<file path="config.mk">
export PLATFORM = sky130hd
export DESIGN_NAME = synth_frame_framer
export DESIGN_NICKNAME = d
export VERILOG_FILES = /design/src/rtl/synth_framer_pkg.sv /design/src/rtl/synth_framer_cfg.sv /design/src/rtl/synth_frame_framer.sv
export SDC_FILE = /design/constraint.sdc
export NUM_CORES = 1
export LEC_CHECK = 0
export CAP_MARGIN = 5
export CORE_ASPECT_RATIO = 1.2
export CORE_MARGIN = 2
export CORE_UTILIZATION = 50
export DETAILED_ROUTE_END_ITERATION = 7
export PLACE_DENSITY = 0.77
export SYNTH_ARGS = -nofsm -noshare
export SYNTH_HDL_FRONTEND = slang
export SYNTH_HIERARCHICAL = 1
export SYNTH_SLANG_ARGS = --single-unit
</file>
<file path="constraint.sdc">
create_clock -name ce_clk -period 5.25 [get_ports ce_clk]
set_input_delay 1.05 -clock ce_clk [delete_from_list [all_inputs] [get_ports ce_clk]]
set_output_delay 1.05 -clock ce_clk [all_outputs]
set_load 0.05 [all_outputs]
</file>
<file path="src/rtl/synth_framer_pkg.sv">
// Shared definitions for the synthesis framer: settings offsets, FSM states
// and the configuration record handed from the settings block to the framer.
package synth_framer_pkg;

  localparam int SR_NUM_CHAN = 0;
  localparam int SR_FPP      = 1;
  localparam int SR_MASK     = 2;

  // Config fields are sized for the largest supported build (256 channels);
  // smaller builds zero-extend into them and use only the low bits.
  localparam int CFG_CHAN_W = 8;
  localparam int CFG_MASK_W = 256;

  typedef enum logic [1:0] {IDLE, RUN, FLUSH} state_t;

  typedef struct packed {
    logic [CFG_CHAN_W-1:0] n_chan_m1;
    logic [15:0]           fpp_m1;
    logic [CFG_MASK_W-1:0] mask;
  } cfg_t;

  // Drop mask bits at or above the programmed channel count.
  function automatic logic [CFG_MASK_W-1:0] eff_mask(input logic [CFG_MASK_W-1:0] m,
                                                      input logic [CFG_CHAN_W-1:0] n_m1);
    logic [CFG_MASK_W-1:0] e;
    e = '0;
    for (int i = 0; i < CFG_MASK_W; i++)
      if (i <= int'(n_m1)) e[i] = m[i];
    return e;
  endfunction

endpackage

</file>
<file path="src/rtl/synth_framer_cfg.sv">
// Settings-bus decode, live config registers and the packet-boundary shadow copy.
module synth_framer_cfg
  import synth_framer_pkg::*;
#(
  parameter int         MAX_CHAN   = 64,
  parameter logic [7:0] SR_BASE    = 8'd130,
  parameter int         CH_W       = $clog2(MAX_CHAN),
  parameter int         MASK_WORDS = (MAX_CHAN+31)/32
) (
  input  logic        ce_clk,
  input  logic        ce_rst_n,
  input  logic        set_stb,
  input  logic [7:0]  set_addr,
  input  logic [31:0] set_data,
  input  logic        load,
  output cfg_t        cfg_sh,
  output logic        live_any,
  output logic        clr_err
);

  logic [CH_W-1:0]          n_chan_m1_r;
  logic [15:0]              fpp_m1_r;
  logic [MASK_WORDS*32-1:0] mask_r;
  cfg_t                     cfg_live;
  logic                     unused_mask;

  // Live registers, written straight from the settings bus.
  always_ff @(posedge ce_clk or negedge ce_rst_n) begin
    if (!ce_rst_n) begin
      n_chan_m1_r <= CH_W'(MAX_CHAN-1);
      fpp_m1_r    <= '0;
      mask_r      <= '1;
    end else if (set_stb) begin
      if (set_addr == 8'(SR_BASE + SR_NUM_CHAN)) n_chan_m1_r <= set_data[CH_W-1:0];
      if (set_addr == 8'(SR_BASE + SR_FPP))      fpp_m1_r    <= set_data[15:0];
      for (int k = 0; k < MASK_WORDS; k++)
        if (set_addr == 8'(SR_BASE + SR_MASK + k)) mask_r[32*k +: 32] <= set_data;
    end
  end

  // Live view with the mask already trimmed to the channel count.
  always_comb begin
    cfg_live           = '0;
    cfg_live.n_chan_m1 = CFG_CHAN_W'(n_chan_m1_r);
    cfg_live.fpp_m1    = fpp_m1_r;
    cfg_live.mask      = eff_mask(CFG_MASK_W'(mask_r[MAX_CHAN-1:0]), cfg_live.n_chan_m1);
  end

  assign live_any    = |cfg_live.mask;
  assign clr_err     = set_stb && (set_addr == 8'(SR_BASE + SR_NUM_CHAN));
  assign unused_mask = ^mask_r;

  // Shadow copy used by the framer; only refreshed while the framer is idle.
  always_ff @(posedge ce_clk or negedge ce_rst_n) begin
    if (!ce_rst_n) cfg_sh <= '0;
    else if (load) cfg_sh <= cfg_live;
  end

endmodule

</file>
<file path="src/rtl/synth_frame_framer.sv">
// Expands a compacted enabled-channel stream into full n_chan-slot frames with
// sof/channel sideband and packet tlast. Optional SYNTH_FRAMER_STATS_EN adds
// frame_cnt / err_cnt statistics outputs.
module synth_frame_framer
  import synth_framer_pkg::*;
#(
  parameter int         WIDTH      = 32,
  parameter int         MAX_CHAN   = 64,
  parameter logic [7:0] SR_BASE    = 8'd130,
  parameter int         CH_W       = $clog2(MAX_CHAN),
  parameter int         MASK_WORDS = (MAX_CHAN+31)/32
) (
  input  logic             ce_clk,
  input  logic             ce_rst_n,
  input  logic             set_stb,
  input  logic [7:0]       set_addr,
  input  logic [31:0]      set_data,
  input  logic [WIDTH-1:0] i_tdata,
  input  logic             i_tlast,
  input  logic             i_tvalid,
  output logic             i_tready,
  output logic [WIDTH-1:0] o_tdata,
  output logic             o_tlast,
  output logic             o_tvalid,
  input  logic             o_tready,
  output logic             o_tsof,
  output logic [CH_W-1:0]  o_tchan,
  output logic             err_misalign
`ifdef SYNTH_FRAMER_STATS_EN
  ,
  output logic [31:0]      frame_cnt,
  output logic [15:0]      err_cnt
`endif
);

  state_t          state, state_nx;
  logic [CH_W-1:0] slot, slot_nx;
  logic [15:0]     frame, frame_nx;
  cfg_t            cfg_sh;
  logic            live_any, clr_err, load;
  logic            adv, take, set_err, go_flush;
  logic [CH_W-1:0]     n_m1;
  logic [MAX_CHAN-1:0] mask_sh;
  logic            out_free, slot_en, last_slot, last_frame, last_en;
  logic            unused_cfg;

  synth_framer_cfg #(
    .MAX_CHAN(MAX_CHAN), .SR_BASE(SR_BASE), .CH_W(CH_W), .MASK_WORDS(MASK_WORDS)
  ) u_cfg (
    .ce_clk(ce_clk), .ce_rst_n(ce_rst_n),
    .set_stb(set_stb), .set_addr(set_addr), .set_data(set_data),
    .load(load), .cfg_sh(cfg_sh), .live_any(live_any), .clr_err(clr_err)
  );

  assign n_m1       = cfg_sh.n_chan_m1[CH_W-1:0];
  assign mask_sh    = cfg_sh.mask[MAX_CHAN-1:0];
  assign unused_cfg = ^cfg_sh;
  assign out_free   = !o_tvalid || o_tready;
  assign slot_en    = mask_sh[slot];
  assign last_slot  = (slot == n_m1);
  assign last_frame = (frame == cfg_sh.fpp_m1);
  // No enabled slot above the current one: this slot should carry i_tlast.
  assign last_en    = ((mask_sh >> slot) >> 1) == '0;

  // State, slot and frame counters.
  always_ff @(posedge ce_clk or negedge ce_rst_n) begin
    if (!ce_rst_n) begin
      state <= IDLE;
      slot  <= '0;
      frame <= '0;
    end else begin
      state <= state_nx;
      slot  <= slot_nx;
      frame <= frame_nx;
    end
  end

  // Next-state, slot advance and input handshake.
  always_comb begin
    state_nx = state;
    slot_nx  = slot;
    frame_nx = frame;
    i_tready = 1'b0;
    load     = 1'b0;
    adv      = 1'b0;
    take     = 1'b0;
    set_err  = 1'b0;
    go_flush = 1'b0;
    case (state)
      IDLE: begin
        load     = 1'b1;
        slot_nx  = '0;
        frame_nx = '0;
        if (live_any) state_nx = RUN;
      end
      RUN: begin
        if (slot_en) begin
          i_tready = out_free;
          if (out_free && i_tvalid) begin
            adv  = 1'b1;
            take = 1'b1;
            if (i_tlast && !last_en) begin
              set_err  = 1'b1;
              go_flush = 1'b1;
            end else if (!i_tlast && last_en) begin
              set_err  = 1'b1;
            end
          end
        end else if (out_free) begin
          adv = 1'b1;
        end
      end
      FLUSH: if (out_free) adv = 1'b1;
      default: state_nx = IDLE;
    endcase
    if (adv) begin
      if (last_slot) begin
        slot_nx  = '0;
        frame_nx = frame + 16'd1;
        state_nx = last_frame ? IDLE : RUN;
      end else begin
        slot_nx = slot + CH_W'(1);
        if (go_flush) state_nx = FLUSH;
      end
    end
  end

  // Output register: loads a slot when it advances, holds while stalled.
  always_ff @(posedge ce_clk or negedge ce_rst_n) begin
    if (!ce_rst_n) begin
      o_tvalid <= 1'b0;
      o_tdata  <= '0;
      o_tlast  <= 1'b0;
      o_tsof   <= 1'b0;
      o_tchan  <= '0;
    end else if (adv) begin
      o_tvalid <= 1'b1;
      o_tdata  <= take ? i_tdata : '0;
      o_tlast  <= last_slot && last_frame;
      o_tsof   <= (slot == '0);
      o_tchan  <= slot;
    end else if (o_tready) begin
      o_tvalid <= 1'b0;
    end
  end

  // Sticky misalignment flag; a channel-count write clears it.
  always_ff @(posedge ce_clk or negedge ce_rst_n) begin
    if (!ce_rst_n)    err_misalign <= 1'b0;
    else if (set_err) err_misalign <= 1'b1;
    else if (clr_err) err_misalign <= 1'b0;
  end

`ifdef SYNTH_FRAMER_STATS_EN
  // Completed-frame counter (wraps) and misalignment counter (saturates).
  always_ff @(posedge ce_clk or negedge ce_rst_n) begin
    if (!ce_rst_n) begin
      frame_cnt <= '0;
      err_cnt   <= '0;
    end else begin
      if (adv && last_slot) frame_cnt <= frame_cnt + 32'd1;
      if (set_err && err_cnt != 16'hFFFF) err_cnt <= err_cnt + 16'd1;
    end
  end
`endif

endmodule

</file>
Figure 1. Placed cells, one colour a class (run 1).
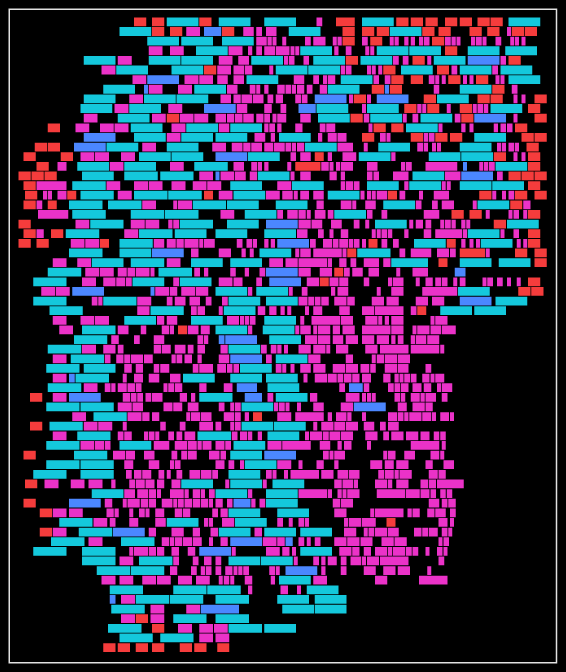
colour	class	cells	share of their area
blue	clock drivers and dummy loads	44	5.5%
cyan	sequential cells	238	40%
magenta	combinational and other logic	1009	46%
red	remaining buffers and delay cells	137	8.9%
end-of-flow core utilization: 58.6%
Final Cell Area: 15700 µm²
Core Rows: 66
Seq area share: 38.5%
Core ar.: 26800 µm²

Figure 2. Clock wires, drivers and flops (run 1).
Scale bar: 50 µm.
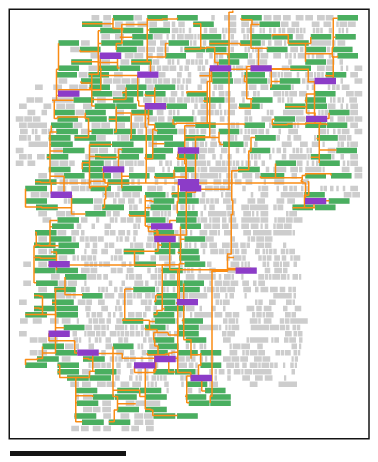
[green] flip-flops | count: 238
[orange] clock wires | length: 2770 µm
[purple] clock drivers | count: 24
routed clock nets	25
flops lie	widely spread
Clock Power Share: 29.0%
clock network power: 1.78 mW

Figure 3. Logic cells by family (run 1).
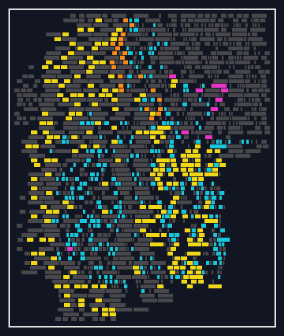
colour	family	cells	most used
orange	xor and xnor cells	23	xor2_1
magenta	fa/ha/maj cells	9	ha_1
cyan	aoi and oai cells	260	o21ai_0
yellow	mux cells	215	mux2_2
dominant logic cell type in the layout: dfrtp_1
fin cells: 1768
logic share of the area: 43.1%

==> reports/qor.csv, run 1 <==
stage,metric,value,unit
layout,ClkCell Share,5.33,%
layout,top cell category,multi-input combinational cells,
critical_path,R2R setup slack,1300,ps
global_route,met1 GRT Util,35.5,%
layout,biggest regs,"u_cfg/cfg_sh (86), u_cfg/mask_r (64), o_tdata (32)",
clock_tree,postcts setup bufs,0,
critical_path,Setup crit end kind,output pin,
clock_tree,Root Buffer,clkbuf_16,
min_path,hold crit path type,reg -> reg,
synth,Post-Syn Area,13500,µm²
clock_tree,number of CTS-inserted buffers,24,
critical_path,critical path's slowest cell,dfrtp_2,
layout,Comb gate area,6780,µm²
status,outcome,completed,
detailed_routing,Antenna Violating Nets Remaining,0,
power,Flop+latch power,2.32,mW
sta,Final Setup Violations,0,
sta,final worst setup slack,802,ps
sta,final max-slew violation count,0,
layout,Layout Area Growth over Synthesis,16.1,%
power,maximum VDD drop,0.000268,V
clock_tree,latest clock arrival within the worst-skew pair,540,ps
sta,final tally of hold violations,0,
global_route,initial antenna violation count,1,
sta,Layout Skew,26.6,ps
layout,"Buffers, non-clock",137,
critical_path,reg-to-reg endpoint,frame[15]$_DFF_PN0_,
power,Internal,3.88,mW
sta,Least-Margin Pin Slew,1030,ps
layout,Reg area,6050,µm²
clock_tree,Worst-path clk slew,70,ps
critical_path,Worst path top cell family by delay,flip-flops,
floorplanning,Die ar.,28400,µm²
detailed_routing,DR pass1 iterations,6,
layout,Inverters excl. clock,73,
detailed_routing,Max Used Layer,met4,
power,Sw Pwr,2.27,mW
clock_tree,CTS Sinks,238,
power,Comb pwr share,33.4,%
power,Final Power,6.15,mW
layout,layout cell share with drive strength beyond 1,17.9,%
critical_path,Reg-to-Reg Start,slot[0]$_DFFE_PN0P_,
clock_tree,H-tree depth,1,
clock_tree,CTS Hold Bufs,0,
global_route,vias in the first global route,10800,
sta,setup TNS,0,ps
global_route,first-pass GRT wire length,59300,µm
global_route,met2 usage,41.5,%
critical_path,WP data required,4200,ps
detailed_routing,wire length on met3,2930,µm
power,PD cells,391,nW/µm²
power,sequential power share,37.7,%
layout,Top cells excl fill/tap,"dfrtp_1 (166), nand2_1 (150), clkdlybuf4s50_1 (118), mux2_2 (87), mux2i_1 (76)",
detailed_routing,DR vias,11300,
synth,post-synth net total,1432,
layout,nets,1496,
place,port bufs,120,
place,gpl congestion,0.957,
min_path,Worst Hold Launch,o_tdata[9]$_DFFE_PN0P_,
critical_path,end of the critical path,i_tready,
layout,max reg flops,86,
detailed_routing,WL met1,15400,µm
synth,Synth Area per Inst,10.1,µm²
sta,Min Hold Slack,465,ps
sta,max frequency,0.225,GHz
power,Logic power comb,2.05,mW
detailed_routing,metal2 WL,17600,µm
power,switching share of total power,36.9,%
layout,n_diodes,0,
critical_path,Slowest Stage Delay on Critical Path,970,ps
critical_path,arrival time at the worst endpoint,3400,ps
floorplanning,Die H,184,µm
detailed_routing,vias per cell,6.36,
synth,Synth warnings,6,
clock_tree,post-cts resize count,0,
global_route,largest net degree at the start of global routing,104,
place,placed inst area,14900,µm²
run,OpenROAD warning count,32,
place,Setup Slack @ Placement,1310,ps
floorplanning,Top Ports,121,
global_route,busiest grt layer,met2,
global_route,grt total ovfl,0,
global_route,Total GRT Usage,26.0,%
critical_path,critical path class,reg -> out,
layout,Flop Count,238,
critical_path,"Max FO, Critical Path",35,
detailed_routing,1st-iter DRT viols,1428,
==> run 2, diff against run 1 <==
Clock period 5.25 ns to 4.4 ns, I/O delays scaled along.
Figure 4. Register map, names as in the netlist (run 2).
Other sequential cells in the stronger grey, the rest of the logic in the fainter grey.
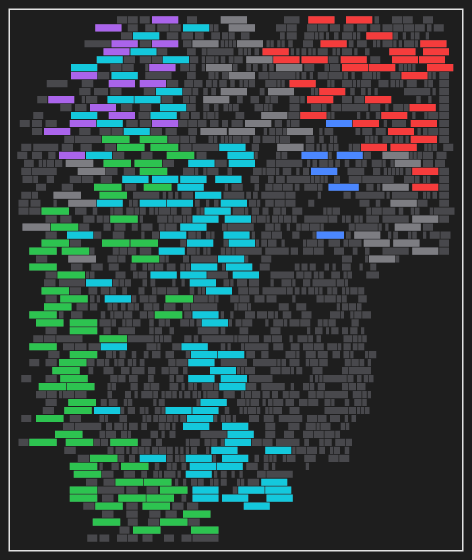
colour	name in the netlist	flops
cyan	u_cfg/cfg_sh	86
blue	slot	6
green	u_cfg/mask_r	64
red	o_tdata	32
purple	u_cfg/fpp_m1_r	16
Seq area share: 38.3%
Flop+latch power: 2.71 mW
end-of-flow core utilization: 58.8%
Reg area: 6050 µm²

Figure 5. Clock wires, drivers and flops (run 2).
Scale bar: 50 µm.
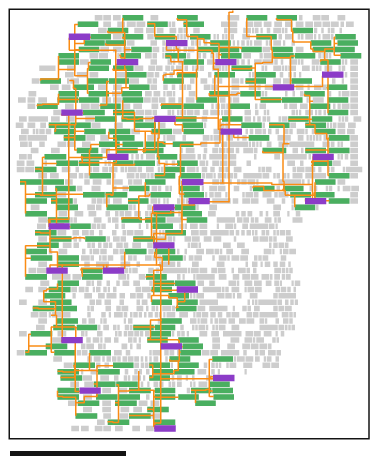
[green] flip-flops | count: 238
[purple] clock drivers | count: 25
[orange] clock wires | length: 2740 µm
routed clock nets	26
flops lie	widely spread
clock network power: 2.12 mW
Clock Power Share: 28.7%
latest clock arrival within the worst-skew pair: 550 ps
Layout Skew: 28.7 ps

==> run 2 against run 1 <==
Clock power increased by 19%. Cell count increased by 0.51%. Clock-buffer cell count decreased by 1. Synthesized cell count unchanged. First-iteration DRC count decreased by 2.5%. Critical endpoint unchanged. Non-clock buffer count increased by 7. Global-route usage decreased by 0.22 points. Die size unchanged. Sequential share of layout area decreased by 0.19 points. Sequential cell count unchanged. Worst hold slack got worse by 23 ps.
==> reports/qor.csv, run 2 <==
stage,metric,value,unit,change
critical_path,arrival time at the worst endpoint,3240,ps,-160 ps
detailed_routing,DR WL/cell,20.8,µm,
layout,n_diodes,0,,unchanged
sta,final max-slew violation count,0,,unchanged
sta,final tally of hold violations,0,,unchanged
sta,final critical-path required period,4120,ps,
detailed_routing,Routed WL,37000,µm,
sta,max frequency,0.243,GHz,
layout,Flop Count,238,,unchanged
clock_tree,CTS Sinks,238,,unchanged
power,maximum VDD drop,0.000260,V,-3.2%
detailed_routing,WL met1,15300,µm,-0.77%
critical_path,Slowest Stage Delay on Critical Path,880,ps,-90 ps
global_route,Total GRT Usage,25.8,%,-0.22 points
critical_path,Reg-to-Reg Start,slot[1]$_DFFE_PN0P_,,
run,MaxCap Viol Count,0,,
status,outcome,completed,,
floorplanning,Top Ports,121,,unchanged
sta,final worst setup slack,283,ps,-519 ps
synth,post-synth net total,1432,,unchanged
critical_path,reg-to-reg endpoint,state[0]$_DFF_PN0_,,
place,Final HPWL DP,26400,µm,
critical_path,critical-path cell list,mux2i_1 -> mux4_2 -> mux2i_1 -> o21ai_1 -> nor3_1 -> buf_12,,
clock_tree,Root Buffer,clkbuf_16,,
sta,Least-Margin Pin Slew,919,ps,-110 ps
floorplanning,Core ar.,26800,µm²,unchanged
detailed_routing,Antenna Violating Nets Remaining,0,,unchanged
detailed_routing,Max Used Layer,met4,,
global_route,first-pass GRT wire length,58900,µm,-0.65%
global_route,vias in the first global route,10900,,+0.83%
detailed_routing,1st-iter DRT viols,1393,,-2.5%
detailed_routing,wire length on met3,2480,µm,-15%
clock_tree,CTS Hold Bufs,0,,unchanged
critical_path,R2R setup slack,670,ps,-630 ps
critical_path,"Max FO, Critical Path",60,,+71%
layout,biggest regs,"u_cfg/cfg_sh (86), u_cfg/mask_r (64), o_tdata (32)",,
min_path,hold crit path type,in -> async,,
floorplanning,Die ar.,28400,µm²,unchanged
floorplanning,Core Rows,66,,unchanged
place,gpl congestion,0.951,,-0.71%
layout,nets,1504,,+0.53%
sta,setup TNS,0,ps,unchanged
layout,Layout Area Growth over Synthesis,16.7,%,
critical_path,Worst path top cell family by delay,multiplexers,,
critical_path,WP data required,3520,ps,-680 ps
critical_path,critical path class,reg -> out,,
synth,Syn Inst Count,1346,,
floorplanning,Die H,184,µm,unchanged
layout,Filler Cell Count,2216,,
power,Final Power,7.39,mW,+20%
run,OpenROAD warning count,32,,unchanged
power,Internal,4.66,mW,+20%
global_route,met2 usage,41.4,%,-0.072 points
power,PD cells,468,nW/µm²,+20%
layout,"Buffers, non-clock",144,,+5.1%
layout,layout cell share with drive strength beyond 1,18.2,%,+0.38 points
detailed_routing,Remaining DRCs,0,,
sta,RSZ-0062 raised after global routing,false,,
sta,Min Hold Slack,442,ps,-22.8 ps
power,Sw Pwr,2.73,mW,+20%
detailed_routing,metal2 WL,17200,µm,-2.3%
sta,Final Setup Violations,0,,unchanged
place,Setup Slack @ Placement,837,ps,-474 ps
synth,Synth Area per Inst,10.1,µm²,unchanged
power,Logic power comb,2.56,mW,+25%
layout,max reg flops,86,,unchanged
global_route,largest net degree at the start of global routing,123,,+18%
global_route,met1 GRT Util,35.2,%,-0.37 points
clock_tree,Worst-path clk slew,60,ps,about the same
place,port bufs,120,,unchanged
synth,Post-Syn Area,13500,µm²,unchanged
layout,dominant logic cell type in the layout,dfrtp_1,,
global_route,M3 GR Usage,2.59,%,
layout,Top cells excl fill/tap,"dfrtp_1 (166), nand2_1 (150), clkdlybuf4s50_1 (118), mux2_2 (87), mux2i_1 (76)",,
global_route,grt total ovfl,0,,unchanged
power,sequential power share,36.6,%,-1.1 points
clock_tree,number of CTS-inserted buffers,25,,+4.2%
power,Comb pwr share,34.7,%,+1.3 points
critical_path,critical path's slowest cell,dfrtp_4,,
sta,cycle use final,93.6,%,
critical_path,Setup crit end kind,output pin,,
detailed_routing,vias per cell,6.29,,-1.1%
detailed_routing,DR pass1 iterations,6,,unchanged
global_route,busiest grt layer,met2,,
clock_tree,post-cts resize count,0,,unchanged
detailed_routing,DR vias,11200,,-0.62%
synth,Synth warnings,6,,unchanged
layout,Inverters excl. clock,73,,unchanged
power,switching share of total power,37.0,%,+0.051 points
global_route,initial antenna violation count,0,,-1
place,placed inst area,15000,µm²,+0.52%
layout,Final Cell Area,15800,µm²,+0.49%
clock_tree,H-tree depth,1,,unchanged
critical_path,WP buf/inv,1,,
clock_tree,postcts setup bufs,0,,unchanged
critical_path,end of the critical path,i_tready,,
layout,top cell category,multi-input combinational cells,,
layout,ClkCell Share,5.30,%,-0.026 points
layout,Comb gate area,6780,µm²,unchanged
critical_path,critical path startpoint,slot[1]$_DFFE_PN0P_,,
Figure 6. Logic cells by family (run 2).
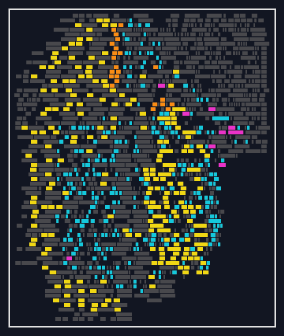
colour	family	cells	most used
magenta	fa/ha/maj cells	9	ha_1
yellow	mux cells	215	mux2_2
cyan	aoi and oai cells	260	o21ai_0
orange	xor and xnor cells	23	xor2_1
logic share of the area: 42.9%
fin cells: 1777

No activity file was given, so power comes from the tool's default toggle rates.
